===== src/rtl/mips_bus_arbiter.sv =====
// Two-master / one-slave arbiter for the MIPS CPU memory bus with a sticky stall-timeout flag.
// Optional ARB_ROUND_ROBIN_EN: alternate ownership on simultaneous requests instead of fixed M1 priority.
module mips_bus_arbiter #(
   parameter int unsigned MAX_WAIT = 64,
   parameter int unsigned CNT_W    = 16
) (
   input  logic        clk,
   input  logic        rst,
   input  logic [31:0] m0_address,
   input  logic        m0_read,
   input  logic        m0_write,
   input  logic [3:0]  m0_byteenable,
   input  logic [31:0] m0_writedata,
   output logic [31:0] m0_readdata,
   output logic        m0_waitrequest,
   input  logic [31:0] m1_address,
   input  logic        m1_read,
   input  logic        m1_write,
   input  logic [3:0]  m1_byteenable,
   input  logic [31:0] m1_writedata,
   output logic [31:0] m1_readdata,
   output logic        m1_waitrequest,
   output logic [31:0] s_address,
   output logic        s_read,
   output logic        s_write,
   output logic [3:0]  s_byteenable,
   output logic [31:0] s_writedata,
   input  logic [31:0] s_readdata,
   input  logic        s_waitrequest,
   output logic [1:0]  grant,
   output logic        timeout_err
);

   typedef enum logic [1:0] {
      IDLE = 2'd0,
      GNT0 = 2'd1,
      GNT1 = 2'd2
   } state_t;

   localparam logic [CNT_W-1:0] LP_TIMEOUT_CNT = CNT_W'(MAX_WAIT - 1);

   state_t           r_state;
   state_t           w_next;
   logic             r_last_m1;
   logic [CNT_W-1:0] r_stall_cnt;
   logic             r_timeout;
   logic             w_m0_req;
   logic             w_m1_req;
   logic             w_pick_m1;

   assign w_m0_req = m0_read | m0_write;
   assign w_m1_req = m1_read | m1_write;

`ifdef ARB_ROUND_ROBIN_EN
   assign w_pick_m1 = ~r_last_m1;
`else
   logic w_unused_last;
   assign w_pick_m1     = 1'b1;
   assign w_unused_last = r_last_m1;
`endif

   // Grant state register
   always_ff @(posedge clk) begin
      if (rst) r_state <= IDLE;
      else     r_state <= w_next;
   end

   // Ownership is released on completion or when the owner drops its request
   always_comb begin
      w_next = r_state;
      case (r_state)
         IDLE: begin
            if (w_m0_req && w_m1_req) w_next = w_pick_m1 ? GNT1 : GNT0;
            else if (w_m1_req)        w_next = GNT1;
            else if (w_m0_req)        w_next = GNT0;
         end
         GNT0:    if (!w_m0_req || !s_waitrequest) w_next = IDLE;
         GNT1:    if (!w_m1_req || !s_waitrequest) w_next = IDLE;
         default: w_next = IDLE;
      endcase
   end

   // Stall counter, sticky timeout and last-owner tracking
   always_ff @(posedge clk) begin
      if (rst) begin
         r_stall_cnt <= '0;
         r_timeout   <= 1'b0;
         r_last_m1   <= 1'b1;
      end else begin
         if (r_state == IDLE)
            r_stall_cnt <= '0;
         else if (s_waitrequest && (r_stall_cnt != {CNT_W{1'b1}}))
            r_stall_cnt <= r_stall_cnt + CNT_W'(1);
         if ((r_state != IDLE) && s_waitrequest && (r_stall_cnt == LP_TIMEOUT_CNT))
            r_timeout <= 1'b1;
         if ((r_state == IDLE) && (w_next != IDLE))
            r_last_m1 <= (w_next == GNT1);
      end
   end

   // Slave-side mux; write wins when a master asserts read and write together
   always_comb begin
      s_address    = '0;
      s_read       = 1'b0;
      s_write      = 1'b0;
      s_byteenable = '0;
      s_writedata  = '0;
      case (r_state)
         GNT0: begin
            s_address    = m0_address;
            s_read       = m0_read & ~m0_write;
            s_write      = m0_write;
            s_byteenable = m0_byteenable;
            s_writedata  = m0_writedata;
         end
         GNT1: begin
            s_address    = m1_address;
            s_read       = m1_read & ~m1_write;
            s_write      = m1_write;
            s_byteenable = m1_byteenable;
            s_writedata  = m1_writedata;
         end
         default: ;
      endcase
      if (rst) begin
         s_read  = 1'b0;
         s_write = 1'b0;
      end
   end

   assign m0_readdata    = s_readdata;
   assign m1_readdata    = s_readdata;
   assign m0_waitrequest = (!rst && (r_state == GNT0)) ? s_waitrequest : 1'b1;
   assign m1_waitrequest = (!rst && (r_state == GNT1)) ? s_waitrequest : 1'b1;
   assign grant          = {r_state == GNT1, r_state == GNT0};
   assign timeout_err    = r_timeout;

endmodule

===== config.mk =====
export PLATFORM = sky130hd
export DESIGN_NAME = mips_bus_arbiter
export DESIGN_NICKNAME = d
export VERILOG_FILES = /design/src/rtl/mips_bus_arbiter.sv
export SDC_FILE = /design/constraint.sdc
export NUM_CORES = 1
export LEC_CHECK = 0
export CAP_MARGIN = 20
export CELL_PAD_IN_SITES_DETAIL_PLACEMENT = 1
export CELL_PAD_IN_SITES_GLOBAL_PLACEMENT = 2
export CORE_ASPECT_RATIO = 0.75
export CORE_MARGIN = 2
export CORE_UTILIZATION = 12
export CTS_BUF_LIST = sky130_fd_sc_hd__clkbuf_4
export CTS_CLUSTER_DIAMETER = 50
export CTS_CLUSTER_SIZE = 24
export DETAILED_ROUTE_END_ITERATION = 16
export GPL_TIMING_DRIVEN = 0
export HOLD_SLACK_MARGIN = 0.06
export PLACE_DENSITY_LB_ADDON = 0.1
export SLEW_MARGIN = 15
export SYNTH_ARGS = -nofsm -noshare
export SYNTH_HDL_FRONTEND = slang
export SYNTH_SLANG_ARGS = --single-unit

===== constraint.sdc =====
create_clock -name clk -period 2.22 [get_ports clk]
set_input_delay 0.222 -clock clk [delete_from_list [all_inputs] [get_ports clk]]
set_output_delay 0.222 -clock clk [all_outputs]
set_load 0.01 [all_outputs]

**Clock network drawn from the DEF**

Scale bar: 50 um.
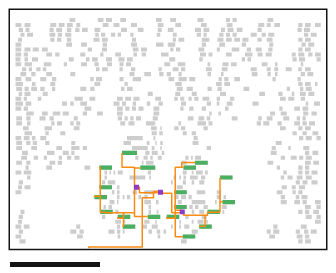
Key: clock-net drivers = purple [count 3]; clock wires = orange [length 345 um]; flip-flops = green [count 19]
There are 4 routed clock nets. Position of the flops: south.
proportion of power drawn by the clock network: 10.0%
worst-case clock skew: 0.008791 ns
Latency at later pin: 0.31 ns
clock group total power: 0.000198 W

**Clock nets**

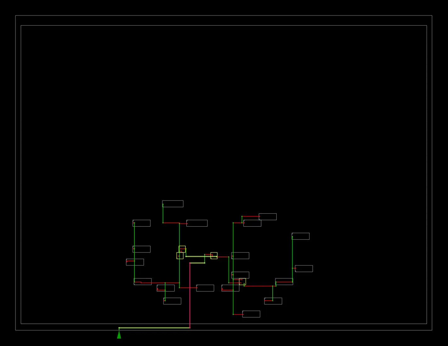
Flop Count: 19
clock tree sinks: 19
Inserted Clock Buffers: 3
number of clock-tree buffers in the layout: 4

**Gate-type map**

Scale bar: 50 um.
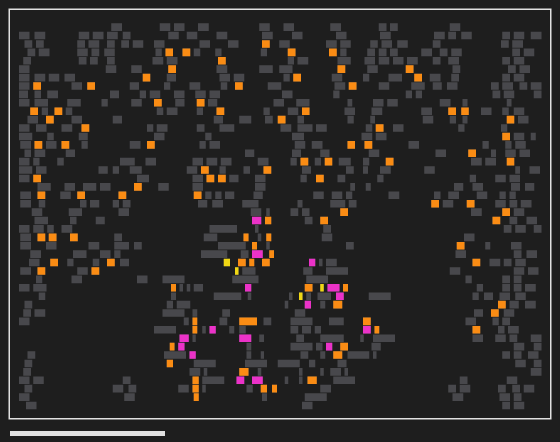
Key: inv cells = yellow [cells 4]; and/or cells = magenta [cells 16, where south]; aoi and oai cells = orange [cells 97, where widely spread]

**Power grid**

Pins as bars on the die edge. Tap cells in gray.
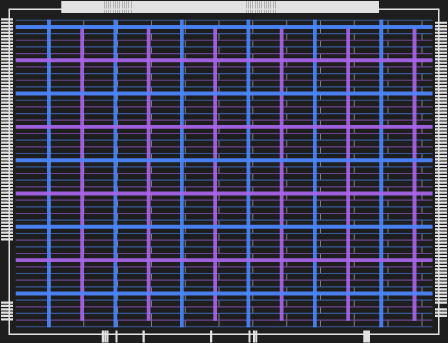
Key: VDD = purple; VSS = blue
288 tap cells. 9 straps on met5. The core has 46 rows. 12 straps on met4. 47 met1 rails follow the rows.

==> report_table.html <==
<!-- implementation run metrics -->
<table>
<tr><th>Metric</th><th>Value</th></tr>
<tr><th colspan="2">Outcome</th></tr>
<tr><td>Outcome</td><td>completed</td></tr>
<tr><th colspan="2">Logic synthesis</th></tr>
<tr><td>Yosys stat cell total</td><td>around 350</td></tr>
<tr><td>Net Count, Synth</td><td>533</td></tr>
<tr><th colspan="2">Final timing</th></tr>
<tr><td>Least-Margin Pin Slew</td><td>0.6807 ns</td></tr>
<tr><td>Final number of hold-violating endpoints</td><td>0</td></tr>
<tr><td>RSZ-0062 raised after global routing</td><td>yes</td></tr>
<tr><th colspan="2">Finish</th></tr>
<tr><td>Inserted Diodes</td><td>0</td></tr>
<tr><th colspan="2">Detailed routing</th></tr>
<tr><td>Post-detailed-route wirelength per cell</td><td>about 17 um</td></tr>
<tr><td>Total number of vias</td><td>3718</td></tr>
<tr><th colspan="2">Floorplanning</th></tr>
<tr><td>Standard cell core area</td><td>0.02130 sq mm</td></tr>
<tr><td>Horizontal extent of the die</td><td>about 170 um</td></tr>
<tr><td>DIE AREA</td><td>around 0.023 sq mm</td></tr>
<tr><th colspan="2">Setup path</th></tr>
<tr><td>Type of the setup path with the least slack</td><td>reg2out</td></tr>
<tr><td>CP Cell Sequence</td><td>inv_2, ha_4, buf_4, a22oi_1, nor2b_1, clkdlybuf4s50_1</td></tr>
<tr><th colspan="2">Power</th></tr>
<tr><td>Max IR drop VDD</td><td>157.8 uV</td></tr>
<tr><td>Net load switching power</td><td>roughly 0.00069 W</td></tr>
<tr><td>Part of the power in registers</td><td>18.1%</td></tr>
<tr><td>Internal power of the cells</td><td>0.001280 W</td></tr>
<tr><th colspan="2">Hold path</th></tr>
<tr><td>Worst Hold Class</td><td>in2reg</td></tr>
<tr><th colspan="2">Place</th></tr>
<tr><td>Placed wire-length estimate</td><td>13690 um</td></tr>
<tr><td>Number of buffer cells added on primary ports</td><td>~280</td></tr>
<tr><th colspan="2">GRT</th></tr>
<tr><td>Global-route wire length before repair</td><td>23780 um</td></tr>
</table>
[per-layer routing]
layer  global-route usage (%)  up-vias  share of wire [%]
met2                    25.34      180                 52
met1                    14.77     1743                 38
met3                    3.230        8                8.1
met4                    1.991        0                1.3
li1                         -     1787                  -
met5                        0        -                  0
[path summary, 6_finish.rpt]
path	start	to	slack (ns)
setup / recovery	r_state[1]	s_writedata[9]	0.004
hold / removal	rst	timeout_err	0.23
setup reg to reg	r_stall_cnt[0]	r_stall_cnt[14]	0.36
hold reg to reg	timeout_err	timeout_err	0.52
[area by class of cell]
type	count	area, sq um	area share [%]
Tap cell	288	360.3	6.058
Sequential cell	19	387.9	6.521
Buffer	88	709.4	11.93
Inverter	4	17.52	0.2945
Timing Repair Buffer	282	2759	46.38
Multi-Input combinational cell	239	1684	28.31
Clock buffer	4	30.03	0.5048
[cell families after synthesis]
group	Yosys count	synth area share [%]
xor gates and xnor gates	3	1.002
adders and majority gates	6	2.863
AOI/OAI and AO/OA	102	28.53
muxes	1	0.3817
buffers and inverters	94	22.71
and+or+nand+nor	127	30.01
DFF	19	14.50
[through the flow]
stage | setup WS, ns | utilization, % | total power, W | setup TNS (ns) | std cells
after floorplan | 0.1570 | - | 0.0009660 | 0 | 352
after global placement | -0.9088 | 27.17 | 0.001712 | -29.37 | 920
after detailed placement | -0.9449 | 27.17 | 0.001731 | -32.51 | 920
after CTS | -0.08333 | 27.81 | 0.002014 | -1.536 | 923
after global routing | -0.1500 | 27.93 | 0.002130 | -0.9464 | 924
final | 0.004251 | 27.93 | 0.001975 | 0 | 924
[what timing repair did]
item	4_1_cts	5_1_grt
setup buffers	1	1
pin swaps	2	3
resized	106	60
setup endpoints to repair	71	44
[registers in the layout, summed over array words and instances (netlist names)]
signal / flops
r_stall_cnt: 16
r_state: 2
timeout_err: 1
Power and IR drop assume default switching activity.
